Fig. 1: run 1, port wiring
Drawn at 12 px/um.
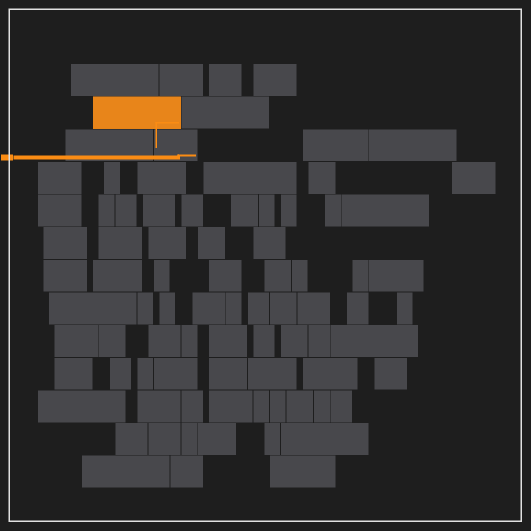
Fig. 2: run 1, routed metal, one colour a layer
Drawn at 10 px/um.
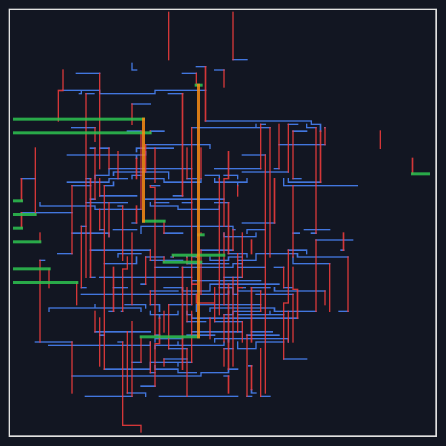
Fig. 3: run 1, the clock network
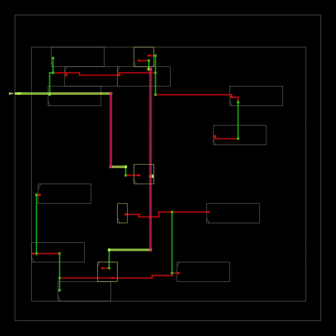
Fig. 4: run 1, gate-type map
Drawn at 10 px/um.
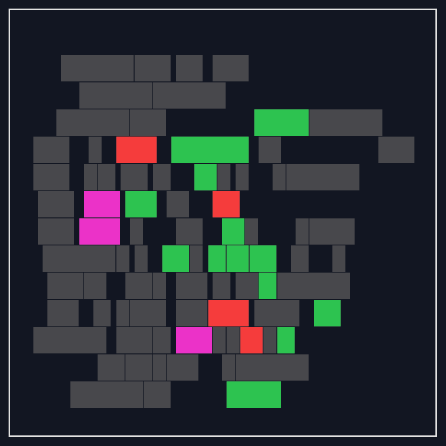
### src/rtl/sr_cmd_driver.sv
// Drives a pulse onto the S or R input of an external SR latch, then reads the
// latch Q/Qbar back to confirm the new state, reporting completion and error.
module sr_cmd_driver #(
    parameter int PULSE_W = 4,
    parameter int GAP_W   = 2,
    parameter int TIMEOUT = 15
) (
    input  logic clk,
    input  logic rst,
    input  logic req_valid,
    input  logic req_set,
    output logic req_ready,
    output logic S,
    output logic R,
    input  logic q_fb,
    input  logic qbar_fb,
    output logic done,
    output logic err,
    output logic cmd_state
);

    localparam int MAX_W = (PULSE_W > TIMEOUT) ? ((PULSE_W > GAP_W) ? PULSE_W : GAP_W)
                                               : ((TIMEOUT > GAP_W) ? TIMEOUT : GAP_W);
    localparam int CW = $clog2(MAX_W + 1);

    // Counters load with length-1 and leave the state when they reach zero.
    localparam logic [CW-1:0] PULSE_LOAD = CW'(PULSE_W - 1);
    localparam logic [CW-1:0] CHECK_LOAD = CW'(TIMEOUT - 1);
    localparam logic [CW-1:0] GAP_LOAD   = CW'((GAP_W > 0) ? (GAP_W - 1) : 0);

    typedef enum logic [1:0] {IDLE, DRIVE, CHECK, GAP} state_t;

    state_t        state_reg, state_next;
    logic [CW-1:0] cnt_reg, cnt_next;
    logic          cmd_reg, cmd_next;
    logic          s_reg, s_next;
    logic          r_reg, r_next;
    logic          done_reg, done_next;
    logic          err_reg, err_next;
    logic          accept;
    logic          match;

    assign req_ready = (state_reg == IDLE) && !rst;
    assign accept    = req_valid && req_ready;
    // Q == Qbar (both low from an S=R=1 hazard, or a broken latch) is never a match.
    assign match     = (q_fb == cmd_reg) && (qbar_fb == ~cmd_reg);

    always_ff @(posedge clk) begin
        if (rst) begin
            state_reg <= IDLE;
            cnt_reg   <= '0;
            cmd_reg   <= 1'b0;
            s_reg     <= 1'b0;
            r_reg     <= 1'b0;
            done_reg  <= 1'b0;
            err_reg   <= 1'b0;
        end else begin
            state_reg <= state_next;
            cnt_reg   <= cnt_next;
            cmd_reg   <= cmd_next;
            s_reg     <= s_next;
            r_reg     <= r_next;
            done_reg  <= done_next;
            err_reg   <= err_next;
        end
    end

    always_comb begin
        state_next = state_reg;
        cnt_next   = cnt_reg;
        cmd_next   = cmd_reg;
        case (state_reg)
            IDLE: begin
                if (accept) begin
                    state_next = DRIVE;
                    cnt_next   = PULSE_LOAD;
                    cmd_next   = req_set;
                end
            end
            DRIVE: begin
                if (cnt_reg == '0) begin
                    state_next = CHECK;
                    cnt_next   = CHECK_LOAD;
                end else begin
                    cnt_next = cnt_reg - CW'(1);
                end
            end
            CHECK: begin
                if (match || (cnt_reg == '0)) begin
                    state_next = (GAP_W > 0) ? GAP : IDLE;
                    cnt_next   = GAP_LOAD;
                end else begin
                    cnt_next = cnt_reg - CW'(1);
                end
            end
            GAP: begin
                if (cnt_reg == '0) begin
                    state_next = IDLE;
                end else begin
                    cnt_next = cnt_reg - CW'(1);
                end
            end
            default: begin
                state_next = IDLE;
                cnt_next   = '0;
            end
        endcase
    end

    // Registered outputs are derived from the next state, so S and R are mutually
    // exclusive by construction and line up exactly with the DRIVE cycles.
    always_comb begin
        s_next    = (state_next == DRIVE) && cmd_next;
        r_next    = (state_next == DRIVE) && !cmd_next;
        done_next = (state_reg == CHECK) && (state_next != CHECK);
        err_next  = done_next && !match;
    end

    assign S         = s_reg;
    assign R         = r_reg;
    assign done      = done_reg;
    assign err       = err_reg;
    assign cmd_state = cmd_reg;

endmodule

### config.mk
export PLATFORM = sky130hd
export DESIGN_NAME = sr_cmd_driver
export DESIGN_NICKNAME = d
export VERILOG_FILES = /design/src/rtl/sr_cmd_driver.sv
export SDC_FILE = /design/constraint.sdc
export NUM_CORES = 1
export LEC_CHECK = 0
export CORE_MARGIN = 2
export CORE_UTILIZATION = 41
export DETAILED_ROUTE_END_ITERATION = 12
export GPL_ROUTABILITY_DRIVEN = 1
export PLACE_DENSITY = 0.77
export SETUP_SLACK_MARGIN = 0.05
export SLEW_MARGIN = 25
export SYNTH_ARGS = -nofsm -noshare
export SYNTH_HDL_FRONTEND = slang
export SYNTH_SLANG_ARGS = --single-unit
### constraint.sdc
create_clock -name clk -period 2.5 [get_ports clk]
set_clock_uncertainty 0.2 [all_clocks]
set_input_delay 0.625 -clock clk [delete_from_list [all_inputs] [get_ports clk]]
set_output_delay 0.625 -clock clk [all_outputs]
set_load 0.01 [all_outputs]
==> deck_impl_summary.md, run 1 <==
Implementation Results

Clock tree
  – H-tree depth: 1
  – Clock Pin Slew Worst Setup and Hold Paths: roughly 70 ps
  – TritonCTS Buffers: 3
  – CTS Buffer Depth: 2

Final timing
  – Highest clock rate: around 0.42 GHz
  – Worst setup margin: roughly 120 ps
  – WHS: 324 ps
  – Fin. Hold Viols: 0
  – Rel. slew slack: 75.8%
  – TNS Setup: 0 ps

GRT
  – Global-route wire length before repair: about 2100 um
  – Met2 usage: approximately a quarter
  – Gr busiest metal: met2
  – GR Util met1: ~18%

Worst setup path
  – Worst Path Max Fanout: 2
  – Crit-path cells: clkdlybuf4s50_1 > nor3_1 > dlygate4sd2_1
  – Worst Setup End Kind: output pin
  – Kind of critical path: input pin to output pin
  – Setup crit end: req_ready
  – R2R setup slack: ~600 ps
  – CP startpoint kind: input pin
  – R2R depth: 6

Floorplanning
  – Die width: between 40 and 50 um

Drt
  – Drc violations: 0
  – Final ANT Viol Nets: 0
  – Vias per cell: roughly 5.6

Pwr
  – Worst ir drop on vdd: 0.658 mV

Synth
  – Adder Area Share: 2.05%
  – Syn Area/Cell: just under 9 sq um
  – Synth top cells by count: dfxtp_1, nor2_1, nand2_1, nor3_1, inv_1
  – Synthesized area: 609 sq um
  – Syn nets: ~76
  – Ao+oa area frac: between 20% and 30%

Status
  – Status: complete, no violations

Placement
  – RePlAce Congestion: 0.790
  – Placed inst area: about 750 sq um
  – Detail Placement HPWL: 922 um
  – Pre-CTS WS: -156 ps

Cells and area
  – Max reg flops: 4
  – Most numerous logic cells after layout: dfxtp_1, clkdlybuf4s50_1, nor2_1
  – Post-route design area: 772 sq um
  – FF/Latch Area: ~220 sq um
  – Synth-to-Final Area Change: 26.7%
  – Fill cells: roughly 130
  – NumNets Final: just over 90

Min path
  – Hold path startpoint: cnt_reg[0]$_SDFFE_PP0P_
  – Hold Path Sink: cnt_reg[0]$_SDFFE_PP0P_
  – Hold depth: 1

Job
  – Max_cap viols: 0
Back to the opening pictures, Fig. 1:
| port | colour | direction | edge | end cells | buffers | wire |
|---|---|---|---|---|---|---|
| `R` | orange | output | left | 1 | 1 | 19.0 um |
I/O Pins: 12
port bufs: 11

Back to the opening pictures, Fig. 2:
| layer | colour | wire length |
|---|---|---|
| M2 | red | 559 um |
| M4 | orange | 35.4 um |
| M1 | blue | 551 um |
| M3 | green | 60.7 um |
Detailed Route WL: 1210 um
routed vias: 555
WL per Instance: 12.2 um
Total GRT Usage: 16.0%

Back to the opening pictures, Fig. 3:
Clk power: 126 uW
Flop Count: 11

Back to the opening pictures, Fig. 4:
| family | colour | cells |
|---|---|---|
| aoi and oai cells | green | 13 |
| mux cells | magenta | 3 |
| and/or cells | red | 4 |
Finished Layout Cells: 99
most numerous logic cell after layout: dfxtp_1
combinational share of cell area: 46.7%

run 1: power breakdown:
part	internal [mW]	switching (mW)	total, mW
sequential	0.232	0.0524	0.284
clock	0.0619	0.0638	0.126
combinational	0.240	0.261	0.501
total	0.534	0.377	0.911
run 1: metal layers:
layer	vias to the layer above	wire length, um
li1	283	-
met5	-	0
met3	5	60
met1	250	550
met4	0	35
met2	17	558
run 1: final cells by class:
cell class                      instances  area share (%)
Clock buffer                            4            3.40
Inverter                                4            1.94
Multi-Input combinational cell         51            46.7
Sequential cell                        11            28.5
Tap cell                               15            2.43
Timing Repair Buffer                   14            17.0
run 1: timing repair:
item	CTS	global route
hold buffers	0	0
buffers inserted	0	0
gates resized	1	0
setup endpoints to repair	1	0
## Run 2: what changed since run 1
--- a/config.mk
+++ b/config.mk
@@ -15,3 +15,4 @@
 export SYNTH_ARGS = -nofsm -noshare
 export SYNTH_HDL_FRONTEND = slang
 export SYNTH_SLANG_ARGS = --single-unit
+export TNS_END_PERCENT = 100
Fig. 5: run 2, routed metal, one colour a layer
Drawn at 10 px/um.
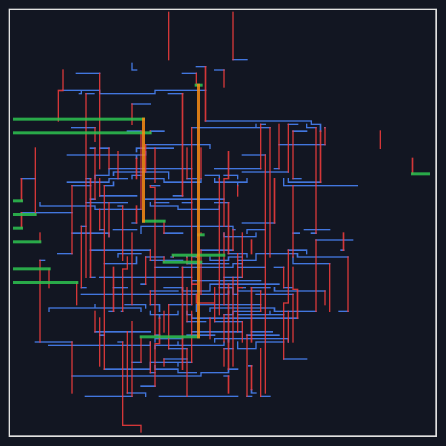
| layer | colour | wire length |
|---|---|---|
| M2 | red | 559 um |
| M4 | orange | 35.4 um |
| M3 | green | 60.7 um |
| M1 | blue | 551 um |

Fig. 6: run 2, gate-type map
Drawn at 10 px/um.
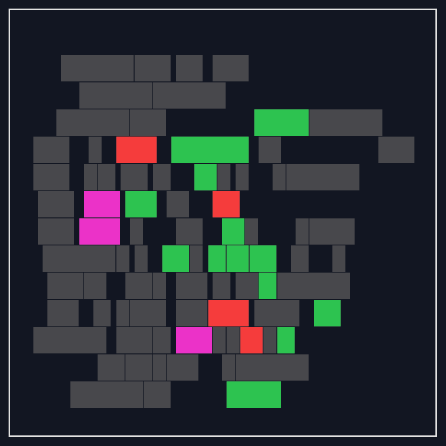
| family | colour | cells |
|---|---|---|
| mux cells | magenta | 3 |
| aoi and oai cells | green | 13 |
| and/or cells | red | 4 |

==> run 2 against run 1 <==
Utilization stayed put. Via count stayed put. Sequential cell count stayed put. Total power stayed put. Setup slack stayed put. Critical endpoint unchanged. Largest power group unchanged.
==> deck_impl_summary.md, run 2 <==
Implementation Results

Status
  – Status: complete, no violations

Final timing
  – Highest clock rate: 0.421 GHz (unchanged)
  – Rel. slew slack: 75.8% (unchanged)
  – WHS: 324 ps (unchanged)

Drt
  – M1 WL: 550 um (unchanged)
  – Drc violations: 0 (unchanged)
  – Detailed Route WL: 1210 um (unchanged)
  – Metal3 WL: 60 um (unchanged)
  – WL per Instance: 12.2 um (unchanged)
  – Final ANT Viol Nets: 0 (unchanged)
  – Routed vias: 555 (unchanged)

Placement
  – Port bufs: 11 (unchanged)
  – Detail Placement HPWL: 922 um (unchanged)
  – Placed inst area: 747 sq um (unchanged)
  – RePlAce Congestion: 0.790 (unchanged)

Pwr
  – Share of total power in the clock network: 13.8% (about the same)
  – P_seq: 284 uW (about the same)
  – Share of total power in sequential cells: 31.2% (about the same)
  – Top power group: combinational logic
  – Logic pwr share: 55.0% (about the same)
  – Psw: 377 uW (unchanged)
  – Int Pwr: 534 uW (unchanged)
  – Worst ir drop on vdd: 0.658 mV (unchanged)
  – Comb. pwr: 501 uW (about the same)

Clock tree
  – H-tree depth: 1 (unchanged)
  – TritonCTS Buffers: 3 (unchanged)
  – CTS Buffer Depth: 2 (unchanged)
  – CTS Hold Bufs: 0 (unchanged)

Cells and area
  – Finished Layout Cells: 99 (unchanged)
  – NumNets Final: 92 (unchanged)
  – Most numerous logic cells after layout: dfxtp_1, clkdlybuf4s50_1, nor2_1

Synth
  – Adder Area Share: 2.05% (unchanged)
  – Syn Area/Cell: 8.83 sq um (unchanged)
  – Synth top cells by count: dfxtp_1, nor2_1, nand2_1, nor3_1, inv_1

Worst setup path
  – Worst Path Max Fanout: 2 (unchanged)
  – Worst Setup End Kind: output pin
  – Setup crit end: req_ready
  – R2R setup slack: 600 ps (about the same)
  – R2R depth: 6 (unchanged)
  – Kind of critical path: input pin to output pin
  – CP startpoint kind: input pin

Min path
  – Hold Path Sink: cnt_reg[0]$_SDFFE_PP0P_
  – Hold depth: 1 (unchanged)

Job
  – Max_cap viols: 0 (unchanged)

Floorplanning
  – Die width: 42.6 um (unchanged)

GRT
  – Met2 usage: 25.8% (unchanged)
  – Gr busiest metal: met2
  – Total GRT Usage: 16.0% (unchanged)
[run 2: cell counts in the layout (fill, tap and decap cells not counted)]
No cell type changed its count.
[run 2: layout make-up]
class / instances / share of cell area (%)
Multi-Input combinational cell: 51 / 46.7
Sequential cell: 11 / 28.5
Timing Repair Buffer: 14 / 17.0
Clock buffer: 4 / 3.40
Tap cell: 15 / 2.43
Inverter: 4 / 1.94
[run 2: critical path, stage by stage]
cell and delay, ps:
clkdlybuf4s50_1 430, nor3_1 200, dlygate4sd2_1 300
[run 2: what timing repair did]
item,4_1_cts,5_1_grt
hold endpoints to repair,0,0
setup endpoints to repair,1,0
resized,1,0
Fig. 7: run 2, sequential cells grouped by signal name
Drawn at 6 px/um.
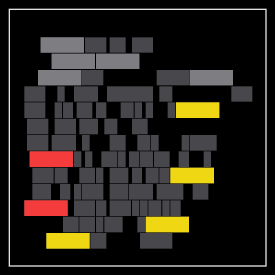

## Run 3: what changed since run 2
--- a/config.mk
+++ b/config.mk
@@ -9,7 +9,7 @@
 export CORE_UTILIZATION = 41
 export DETAILED_ROUTE_END_ITERATION = 12
 export GPL_ROUTABILITY_DRIVEN = 1
-export PLACE_DENSITY = 0.77
+export PLACE_DENSITY_LB_ADDON = 0.05
 export SETUP_SLACK_MARGIN = 0.05
 export SLEW_MARGIN = 25
 export SYNTH_ARGS = -nofsm -noshare
Fig. 8: run 3, sequential cells grouped by signal name
Drawn at 6 px/um.
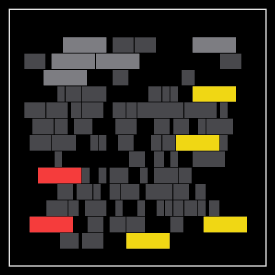
| netlist name | colour | placed flops |
|---|---|---|
| `state_reg` | red | 2 |
| `cnt_reg` | yellow | 4 |
not coloured: 5
utilization after layout: 57.2%
P_seq: 289 uW

Fig. 9: run 3, routed metal, one colour a layer
Drawn at 10 px/um.
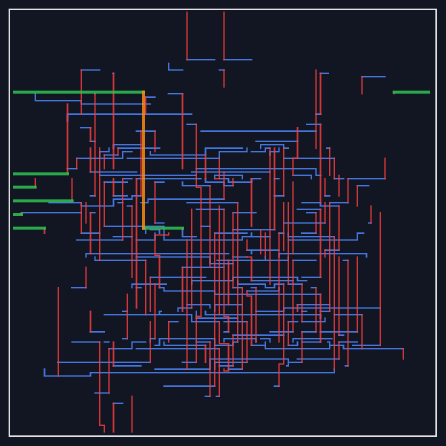
| layer | colour | wire length |
|---|---|---|
| M1 | blue | 642 um |
| M4 | orange | 13.6 um |
| M3 | green | 37.0 um |
| M2 | red | 610 um |
Detailed Route WL: 1300 um
WL per Instance: 13.1 um

==> run 3 against run 2 <==
Total power is 0.67% higher. Sequential share of layout area stayed put. Synthesized cell count stayed put. Hold slack better by 21 ps. Synthesized area stayed put. Sequential power is 2% higher. Sequential cell count stayed put. Maximum frequency is 1.0% higher. Die area stayed put. Combinational power is 0.8% higher. Utilization stayed put. Critical endpoint unchanged.
==> deck_impl_summary.md, run 3 <==
Implementation Results

Status
  – Status: complete, no violations

Clock tree
  – CTS Buffer Depth: 2 (unchanged)
  – TritonCTS Buffers: 3 (unchanged)

Worst setup path
  – Slowest CP cell: clkdlybuf4s50_1
  – Crit-path cells: clkdlybuf4s50_1 > nor3_1 > dlygate4sd2_1
  – Kind of critical path: input pin to output pin
  – Crit path max-delay family: buffers and inverters
  – Setup crit end: req_ready
  – WP depth: 3 (unchanged)

Pwr
  – Psw: 384 uW (+1.9%)
  – Worst ir drop on vdd: 0.657 mV (about the same)
  – Int Pwr: 533 uW (-0.17%)
  – Top power group: combinational logic
  – Share of total power in sequential cells: 31.5% (+0.3 points)

Final timing
  – Rel. slew slack: 75.5% (-0.38 points)
  – Highest clock rate: 0.425 GHz (+1.0%)

GRT
  – Gr busiest metal: met2
  – Total GRT Usage: 17.0% (+0.99 points)

Job
  – Max_cap viols: 0 (unchanged)

Drt
  – Drc violations: 0 (unchanged)
  – Metal3 WL: 37 um (-38%)
  – Routed vias: 558 (+0.54%)

Placement
  – RePlAce Congestion: 0.760 (-3.8%)
  – Placed inst area: 747 sq um (unchanged)

Synth
  – Syn Area/Cell: 8.83 sq um (unchanged)

Cells and area
  – Finished Layout Cells: 99 (unchanged)
  – NumNets Final: 92 (unchanged)
run 3: per-stage QoR:
stage	setup TNS (ps)	power, mW	util (%)	worst slack, ps	hold WS (ps)
3_3_place_gp	-134	0.794	55.3	-134	322
4_1_cts	0	0.923	57.2	135	334
2_1_floorplan	0	0.662	-	739	288
3_5_place_dp	-155	0.794	55.3	-155	323
5_1_grt	0	1.00	57.2	114	382
6_report	0	0.917	57.2	149	344
run 3: area by class of cell:
type                       instances  area [sq um]
sequential                        11           220
fill                             129           578
multi-input combinational         51           360
timing repair buffer              14           131
clock buffer                       4          26.3
inverter                           4          15.0
tap                               15          18.8
run 3: what timing repair did:
item | CTS | global route
endpoints found under the setup margin | 1 | 0
gates resized | 1 | 0
hold buffers | 0 | 0
Power is estimated from default activity; no workload was simulated.
